==> run_1/layer_met3.png <==
Drawn at 6 px/µm.
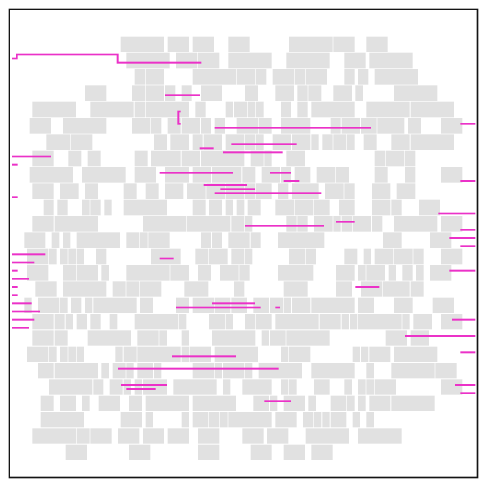
==> run_1/layer_met2.png <==
Drawn at 6 px/µm.
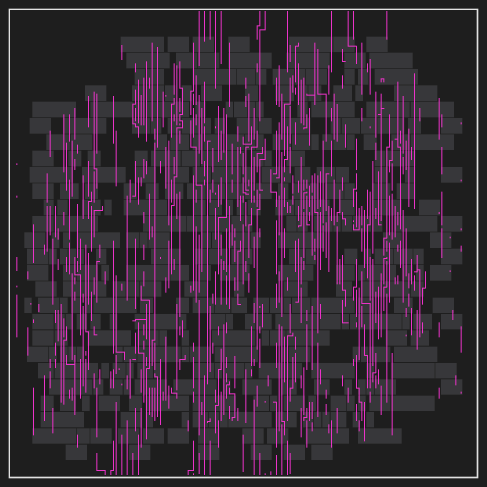
==> run_1/congestion.png <==
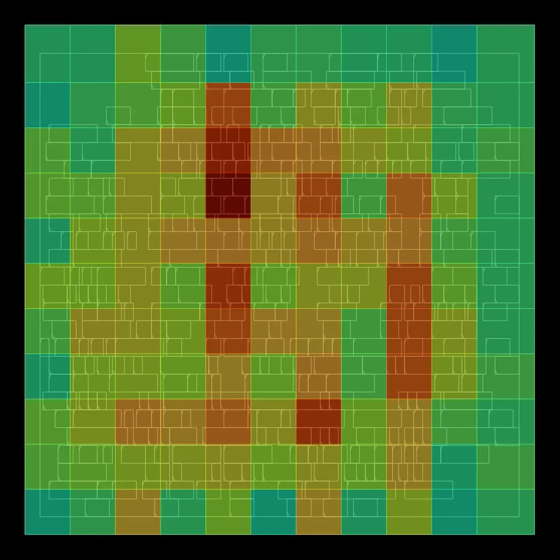
==> run_1/metal_density.png <==
Drawn at 4 px/µm. 16 x 16 tiles, from dark blue (low) to red (high), scaled to the fullest tile. Values are wire area over tile area, all layers added.
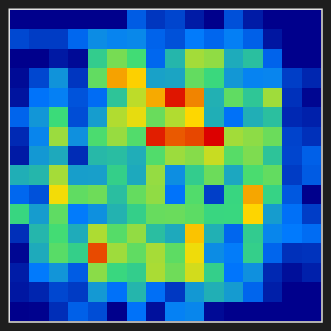
<file path="src/rtl/tick_gen_ctl.sv">
// ---------------------------------------------------------------------------
// tick_gen_ctl
//   Clock-enable generator for the mod-20 counter stages. Divides CLK by a
//   runtime-programmable divisor and emits one-cycle TICK pulses. A start/stop
//   FSM gates counting, and a req/ack handshake loads a new divisor into a
//   shadow register. The shadow is applied only at a terminal count, so every
//   tick period is a whole period of either the old or the new divisor.
//
//   Optional build macro: TICK_GEN_CTL_STEP_EN
//     Adds the STEP input. In IDLE, with START and STOP both low, each edge
//     that samples STEP=1 produces one TICK cycle.
//
// Ports
//   CLK      in   clock
//   RST      in   synchronous reset, active-low
//   START    in   level, IDLE -> RUN (STOP has priority)
//   STOP     in   level, RUN -> IDLE
//   STEP     in   single-step tick request in IDLE (macro builds only)
//   DIV_LD   in   divisor load request (level)
//   DIV_IN   in   requested divisor, held stable while DIV_LD=1
//   DIV_ACK  out  one-cycle pulse, DIV_IN captured into the shadow
//   TICK     out  registered one-cycle enable pulse
//   RUNNING  out  high in RUN
//   PRE      out  current prescaler count
//   DIV_CUR  out  active divisor
// ---------------------------------------------------------------------------
// state  | meaning
// -------+-------------------------------------------------
// S_IDLE | stopped; PRE held at 0, pending divisor applied at once
// S_RUN  | counting; TICK on PRE==DIV_CUR-1, divisor applied at wrap
// ---------------------------------------------------------------------------
module tick_gen_ctl #(
  parameter int WIDTH       = 16,
  parameter int DIV_DEFAULT = 50000,
  parameter int MIN_DIV     = 2
) (
  input  logic             CLK,
  input  logic             RST,
  input  logic             START,
  input  logic             STOP,
`ifdef TICK_GEN_CTL_STEP_EN
  input  logic             STEP,
`endif
  input  logic             DIV_LD,
  input  logic [WIDTH-1:0] DIV_IN,
  output logic             DIV_ACK,
  output logic             TICK,
  output logic             RUNNING,
  output logic [WIDTH-1:0] PRE,
  output logic [WIDTH-1:0] DIV_CUR
);

  typedef enum logic {
    S_IDLE = 1'b0,
    S_RUN  = 1'b1
  } state_t;

  localparam logic [WIDTH-1:0] DIV_RST = WIDTH'(DIV_DEFAULT);
  localparam logic [WIDTH-1:0] MIN_V   = WIDTH'(MIN_DIV);
  localparam logic [WIDTH-1:0] ONE     = WIDTH'(1);

  state_t           state_q;
  state_t           state_d;
  logic [WIDTH-1:0] shadow;
  logic             pending;
  logic             wrap;
  logic             accept;
  logic             apply;
  logic             step_fire;
  logic [WIDTH-1:0] div_clamped;

  // PRE never exceeds DIV_CUR-1 and DIV_CUR >= 2, so the subtraction is safe.
  assign wrap        = (state_q == S_RUN) && (PRE == (DIV_CUR - ONE));
  // The DIV_ACK term keeps a still-high DIV_LD from being taken twice.
  assign accept      = DIV_LD && !pending && !DIV_ACK;
  // pending is 0 on any accepting edge, so accept and apply never coincide.
  assign apply       = pending && ((state_q == S_IDLE) || wrap);
  assign div_clamped = (DIV_IN < MIN_V) ? MIN_V : DIV_IN;

`ifdef TICK_GEN_CTL_STEP_EN
  assign step_fire = (state_q == S_IDLE) && STEP && !START && !STOP;
`else
  assign step_fire = 1'b0;
`endif

  // -- FSM: state register ----------------------------------------------------
  always_ff @(posedge CLK) begin
    if (!RST) state_q <= S_IDLE;
    else      state_q <= state_d;
  end

  // -- FSM: next state --------------------------------------------------------
  always_comb begin
    state_d = state_q;
    case (state_q)
      S_IDLE:  if (START && !STOP) state_d = S_RUN;
      S_RUN:   if (STOP)           state_d = S_IDLE;
      default: state_d = S_IDLE;
    endcase
  end

  // -- FSM: outputs -----------------------------------------------------------
  always_comb begin
    RUNNING = (state_q == S_RUN);
  end

  // -- Prescaler and tick -----------------------------------------------------
  // Any edge that is not a plain RUN count (IDLE, START edge, STOP edge)
  // forces PRE to 0; only a single-step can raise TICK outside RUN.
  always_ff @(posedge CLK) begin
    if (!RST) begin
      PRE  <= '0;
      TICK <= 1'b0;
    end else if ((state_q == S_RUN) && !STOP) begin
      if (wrap) begin
        PRE  <= '0;
        TICK <= 1'b1;
      end else begin
        PRE  <= PRE + ONE;
        TICK <= 1'b0;
      end
    end else begin
      PRE  <= '0;
      TICK <= step_fire;
    end
  end

  // -- Divisor load handshake and apply ---------------------------------------
  always_ff @(posedge CLK) begin
    if (!RST) begin
      shadow  <= DIV_RST;
      DIV_CUR <= DIV_RST;
      pending <= 1'b0;
      DIV_ACK <= 1'b0;
    end else begin
      DIV_ACK <= accept;
      if (accept) begin
        shadow  <= div_clamped;
        pending <= 1'b1;
      end else if (apply) begin
        DIV_CUR <= shadow;
        pending <= 1'b0;
      end
    end
  end

endmodule

</file>
<file path="config.mk">
export PLATFORM = sky130hd
export DESIGN_NAME = tick_gen_ctl
export DESIGN_NICKNAME = d
export VERILOG_FILES = /design/src/rtl/tick_gen_ctl.sv
export SDC_FILE = /design/constraint.sdc
export NUM_CORES = 1
export LEC_CHECK = 0
export CORE_MARGIN = 2
export CORE_UTILIZATION = 50
export DETAILED_ROUTE_END_ITERATION = 10
export GPL_TIMING_DRIVEN = 0
export HOLD_SLACK_MARGIN = 0.05
export PLACE_DENSITY = 0.78
export SLEW_MARGIN = 30
export SYNTH_ARGS = -nofsm -noshare
export SYNTH_HDL_FRONTEND = slang
export SYNTH_SLANG_ARGS = --single-unit
</file>
<file path="constraint.sdc">
create_clock -name CLK -period 4.8 [get_ports CLK]
set_input_delay 0.48 -clock CLK [delete_from_list [all_inputs] [get_ports CLK]]
set_output_delay 0.48 -clock CLK [all_outputs]
set_load 0.005 [all_outputs]
</file>
==> metrics.csv, run 1 <==
stage,metric,value,unit
clock_network,clkTransAtPathRegs,0.09,ns
pwr,clockPowerShare,0.288,
pwr,leakagePower,1.19,nW
global_route,first_global_vias,2194,
pwr,vdd_ir_drop_max,0.164,mV
yosys,top_area_frac,0.382,
setup_path,r2r_cells,7,
yosys,syn_area_per_cell,8.64,µm²
sta,worstMarginPinSlew,0.836,ns
sta,max_freq,304,MHz
sta,setup_ws,1.51,ns
setup_path,end_kind,flip-flop,
setup_path,cp_max_fo,10,
worst_hold_path,hold_depth,2,
yosys,synth-edff-count,0,
finish,syn_to_final_growth,25.9,%
finish,final_area,3430,µm²
sta,timing.final.hold_violations,0,
finish,diodes,0,
finish,nets,399,
route,viasPerCell,5.48,
worst_hold_path,hp-start,shadow[10]$_SDFFE_PN0P_,
clock_network,clk_latency,0.30,ns
yosys,ys_chip_area,2720,µm²
yosys,synth_area,2720,µm²
worst_hold_path,hp-class,reg2reg,
clock_network,post_cts_resized,0,
route,drc_errors,0,
sta,slew_headroom,0.438,
sta,fin_skew,0.00583,ns
global_route,grt_start_max_net_pins,15,
yosys,ys_async_sr_fraction,0,
clock_network,post_cts_buffers,0,
finish,drive_gt1_frac,0.0638,
run_status,run_status,"complete, no violations",
yosys,yosysMostFrequentCell,nand2_1,
-- layer_met3.png (at the start) --
The longest straight run is 26.4 µm. 44 nets have wire on it.

-- layer_met2.png (at the start) --
The longest straight run is 40.5 µm. The layer carries 3050 µm of wire. The layer holds 48% of the routed length.
grt met2 use: 0.347
Routed WL: 6390 µm
via count: 2443

-- congestion.png (at the start) --
Avg WL per Cell: 14.3 µm
Total GRT Usage: 0.216

-- metal_density.png (at the start) --
The densest ninth of the die: middle. 27% of the tiles are over half the peak. 11% of the tiles are nearly empty. The mean over all tiles is 0.17. The fullest tile reaches 0.50.

## run 1: registers in the layout (all words and copies together), names as in the netlist
signal and count:
TICK 1, PRE 16, pending 1, RUNNING 1
DIV_CUR 16, shadow 16, DIV_ACK 1
## run 1: per-stage QoR
step	util	power (mW)	hold WS, ns
floorplan	-	0.540	0.438
global placement	0.648	0.585	0.446
detailed placement	0.648	0.588	0.454
CTS	0.663	0.818	0.466
global route	0.663	0.851	0.486
finish	0.663	0.811	0.464
## run 1: power by group through the flow
stage	Clock (mW)	Sequential (mW)	Combinational (mW)
CTS	0.240	0.463	0.115
global route	0.259	0.466	0.127
floorplan	0	0.469	0.0712
global placement	0	0.472	0.112
detailed placement	0	0.473	0.115
finish	0.234	0.463	0.115
## run 1: routing by layer
layer | part of all wire | track usage | routed length [µm] | vias to the layer above
met2 | 0.48 | 0.347 | 3050 | 70
li1 | - | - | - | 1225
met1 | 0.46 | 0.300 | 2970 | 1141
met4 | 0.0086 | 0.0554 | 55 | 0
met5 | 0 | 0 | 0 | -
met3 | 0.049 | 0.0372 | 311 | 7
## run 1: worst max-delay path, cell delays in order, from the launching register on
cell     delay [ns]
dfxtp_1        0.39
nor4_1         0.75
nand2_1        0.23
or4_1          0.55
a211o_1        0.36
nor4_4         0.49
buf_2          0.31
nor3_1         0.08
## run 1: cell type report
class,count,area [µm²]
Clock inverter,1,5.00
Multi-Input combinational cell,242,1560
Inverter,4,15.0
Clock buffer,6,72.6
Timing Repair Buffer,54,541
Tap cell,70,87.6
Buffer,17,104
Sequential cell,52,1040
Fill cell,440,1740
## run 1: cells by family after synthesis
kind of cell	synth area share
fa+ha+maj	0.00919
simple gates	0.313
compound gates	0.0869
xor+xnor	0.106
buf+inv	0.0437
flops	0.382
mux	0.0588
==> inputs of run 2 (changes only) <==
==> constraint.sdc (replaced) <==
create_clock -name CLK -period 3.15 [get_ports CLK]
set_input_delay 0.315 -clock CLK [delete_from_list [all_inputs] [get_ports CLK]]
set_output_delay 0.315 -clock CLK [all_outputs]
set_load 0.005 [all_outputs]
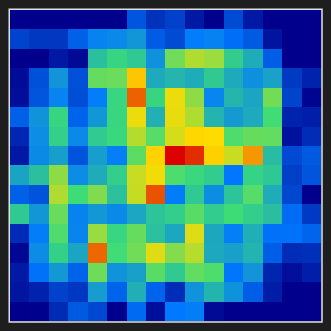
(run_2/metal_density.png)
Drawn at 4 px/µm. 16 x 16 tiles, from dark blue (low) to red (high), scaled to the fullest tile. Values are wire area over tile area, all layers added.
Avg WL per Cell: 14.6 µm
via count: 2468
Routed WL: 6590 µm

==> run 2 against run 1 <==
Net effect: register-to-register slack worse by 1.4 ns; critical endpoint is now DIV_CUR[14]$_SDFFE_PN1P_; worst setup slack got worse by 1.4 ns; critical path type unchanged; synthesized area stayed put; clock power rose by 52%; first-iteration DRC count grew 7.3%.
==> metrics.csv, run 2 <==
stage,metric,value,unit,change
run_status,run_status,"complete, no violations",,
pwr,vdd_ir_drop_max,0.249,mV,+52%
pwr,leakagePower,1.22,nW,+2.4%
sta,max_freq,331,MHz,+8.9%
setup_path,cp_num_buf_inv,3,,+2
global_route,grt_start_max_net_pins,15,,unchanged
yosys,synth_area,2720,µm²,unchanged
sta,slew_headroom,0.612,,+0.174
setup_path,r2r_cells,9,,+2
finish,nFillCells,435,,-1.1%
setup_path,end_kind,flip-flop,,
finish,drive_gt1_frac,0.0866,,+0.0228
finish,nets,404,,+1.3%
finish,diodes,0,,unchanged
setup_path,cp_slowest_cell,or4_4,,
clock_network,clk_latency,0.30,ns,about the same
yosys,ys_chip_area,2720,µm²,unchanged
global_route,first_global_vias,2194,,unchanged
finish,final_area,3500,µm²,+2.1%
yosys,yosysMostFrequentCell,nand2_1,,
route,wl_met3,284,µm,-8.7%
worst_hold_path,hp-class,reg2reg,,
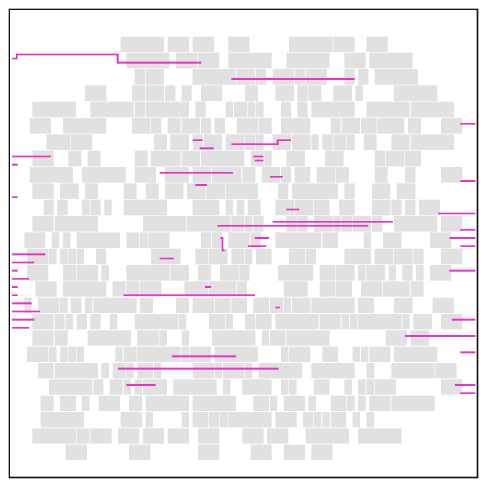
(run_2/layer_met3.png)
Drawn at 6 px/µm.
41 nets have wire on it. The layer holds 4.3% of the routed length.

-- run 2: repair_timing --
item                                    CTS  global route
pin swaps                                 0             1
endpoints found under the setup margin   20            20
gates resized                             1             4
setup buffers                             0             5
-- run 2: per-layer routing --
layer | global-route usage | up-vias
met2 | 0.347 | 60
met4 | 0.0554 | 0
met1 | 0.300 | 1162
li1 | - | 1235
met5 | 0 | -
met3 | 0.0372 | 11
-- run 2: cells by family (layout without fill, tap and decap cells) --
kind of cell / Yosys count / after routing / share of synthesized area
AND/OR/NAND/NOR: 160 / 160 / 0.313
flip-flops: 52 / 52 / 0.382
XOR/XNOR: 33 / 33 / 0.106
AND-OR/OR-AND: 31 / 31 / 0.0869
buffers and inverters: 21 / 87 / 0.0437
multiplexers: 16 / 16 / 0.0588
adder cells (fa/ha/maj): 2 / 2 / 0.00919
-- run 2: stage by stage --
step | util | hold WS, ns
floorplan | - | 0.391
global placement | 0.648 | 0.446
detailed placement | 0.648 | 0.454
CTS | 0.664 | 0.466
global route | 0.677 | 0.486
finish | 0.677 | 0.464
-- run 2: final cells by class --
type,count,area (µm²),share of cell area
buffer,17,104,0.0297
clock buffer,6,72.6,0.0207
clock inverter,1,5.00,0.00143
inverter,4,15.0,0.00429
multi-input combinational,242,1600,0.456
sequential,52,1040,0.297
tap,70,87.6,0.0250
timing repair buffer,59,578,0.165
-- run 2: worst min-delay path: cells and delay by family, from the launching register on --
kind	cells	cell delay, ns
mux	1	0.05
simple gates	1	0.05
flops	1	0.32
-- run 2: report_power, final --
part	total, mW	switching, mW	leakage [nW]	internal (mW)
registers	0.707	0.0247	0.423	0.682
clock network	0.355	0.204	0.0410	0.152
logic	0.182	0.0861	0.752	0.0955
==> inputs of run 3 (changes only) <==
--- a/config.mk
+++ b/config.mk
@@ -11,6 +11,7 @@
 export GPL_TIMING_DRIVEN = 0
 export HOLD_SLACK_MARGIN = 0.05
 export PLACE_DENSITY = 0.78
+export SKIP_CTS_REPAIR_TIMING = 1
 export SLEW_MARGIN = 30
 export SYNTH_ARGS = -nofsm -noshare
 export SYNTH_HDL_FRONTEND = slang
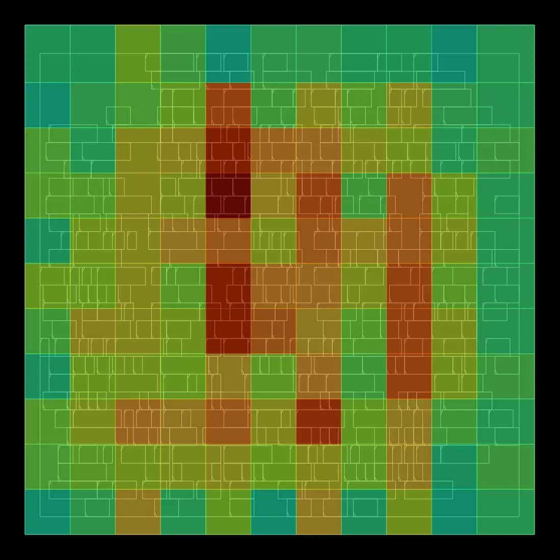
(run_3/congestion.png)
M1 GR Usage: 0.300
GR Util met3: 0.0372
Core Util, Final: 0.677

==> run 3 against run 2 <==
Net effect: synthesized cell count unchanged; via count unchanged; final cell count unchanged; worst setup slack unchanged; fmax unchanged; clock skew unchanged; highest routed layer unchanged.
==> metrics.csv, run 3 <==
stage,metric,value,unit,change
global_route,grt_start_max_net_pins,15,,unchanged
global_route,first_global_vias,2194,,unchanged
finish,nFillCells,435,,unchanged
pwr,p_int,0.929,mW,unchanged
route,wl_per_cell,14.6,µm,unchanged
run_status,run_status,"complete, no violations",,
pwr,power_leader,sequential cells,,
global_route,top_usage_layer,met2,,
pwr,p_seq_frac,0.568,,about the same
pwr,switching_share,0.253,,unchanged
pwr,p_sw,0.314,mW,unchanged
yosys,ys_chip_area,2720,µm²,unchanged
pwr,leakagePower,1.22,nW,unchanged
route,wl_met3,284,µm,unchanged
yosys,synth_area,2720,µm²,unchanged
pwr,clockPowerShare,0.286,,about the same
setup_path,cp_slowest_cell,or4_4,,
sta,whs,0.464,ns,unchanged
sta,slew_headroom,0.612,,unchanged
yosys,yosysMostFrequentCell,nand2_1,,
global_route,met2_usage,0.347,,unchanged
pwr,pg_seq,0.707,mW,about the same
pwr,vdd_ir_drop_max,0.249,mV,unchanged
setup_path,end_kind,flip-flop,,
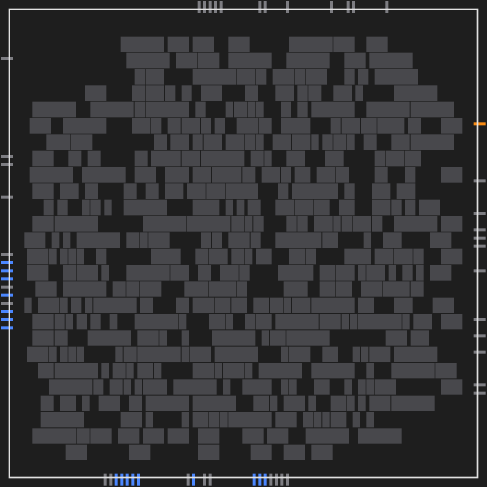
(run_3/io_placement.png)
Drawn at 6 px/µm. Pins as bars across the die edge, other pins in gray.
Key: orange = `TICK` [pins 1, direction output, edge right]; blue = `DIV_IN` [pins 16, direction input, edge 9 bottom, 7 left]
die height: 77.8 µm
IO Port Bufs: 54
Die Width: 77.8 µm

-- run 3: area by class of cell --
| cell class | instances | share of cell area |
|---|---|---|
| tap | 70 | 0.0250 |
| sequential | 52 | 0.297 |
| buffer | 17 | 0.0297 |
| clock inverter | 1 | 0.00143 |
| clock buffer | 6 | 0.0207 |
| inverter | 4 | 0.00429 |
| multi-input combinational | 242 | 0.456 |
| timing repair buffer | 59 | 0.165 |
-- run 3: through the flow --
stage	area (µm²)	setup slack [ns]	cells	power (mW)	setup TNS, ns
6_report	3500	0.133	451	1.24	0
5_1_grt	3500	-0.0290	451	1.31	-0.0626
4_1_cts	3430	-0.152	446	1.25	-2.27
3_5_place_dp	3350	-0.129	439	0.896	-1.75
3_3_place_gp	3350	-0.0954	439	0.891	-0.984
2_1_floorplan	2720	0.268	315	0.823	0
-- run 3: kinds of logic (layout without fill, tap and decap cells) --
group / Yosys count / in the layout / share of synthesized area
AOI/OAI and AO/OA: 31 / 31 / 0.0869
xor gates and xnor gates: 33 / 33 / 0.106
adders and majority gates: 2 / 2 / 0.00919
buffers and inverters: 21 / 87 / 0.0437
DFF: 52 / 52 / 0.382
muxes: 16 / 16 / 0.0588
and+or+nand+nor: 160 / 160 / 0.313
-- run 3: worst paths after layout --
| path | from | to | slack, ns | depth (start not counted) |
|---|---|---|---|---|
| max reg2reg | DIV_CUR[8]$_SDFFE_PN1P_ | DIV_CUR[14]$_SDFFE_PN1P_ | 0.13 | 9 |
| min | shadow[10]$_SDFFE_PN0P_ | DIV_CUR[10]$_SDFFE_PN0P_ | 0.46 | 2 |
| min reg2reg | shadow[10]$_SDFFE_PN0P_ | DIV_CUR[10]$_SDFFE_PN0P_ | 0.46 | 2 |
| max | DIV_CUR[8]$_SDFFE_PN1P_ | DIV_CUR[14]$_SDFFE_PN1P_ | 0.13 | 9 |
Power figures rest on the tool's default switching activity, not on a simulated workload.
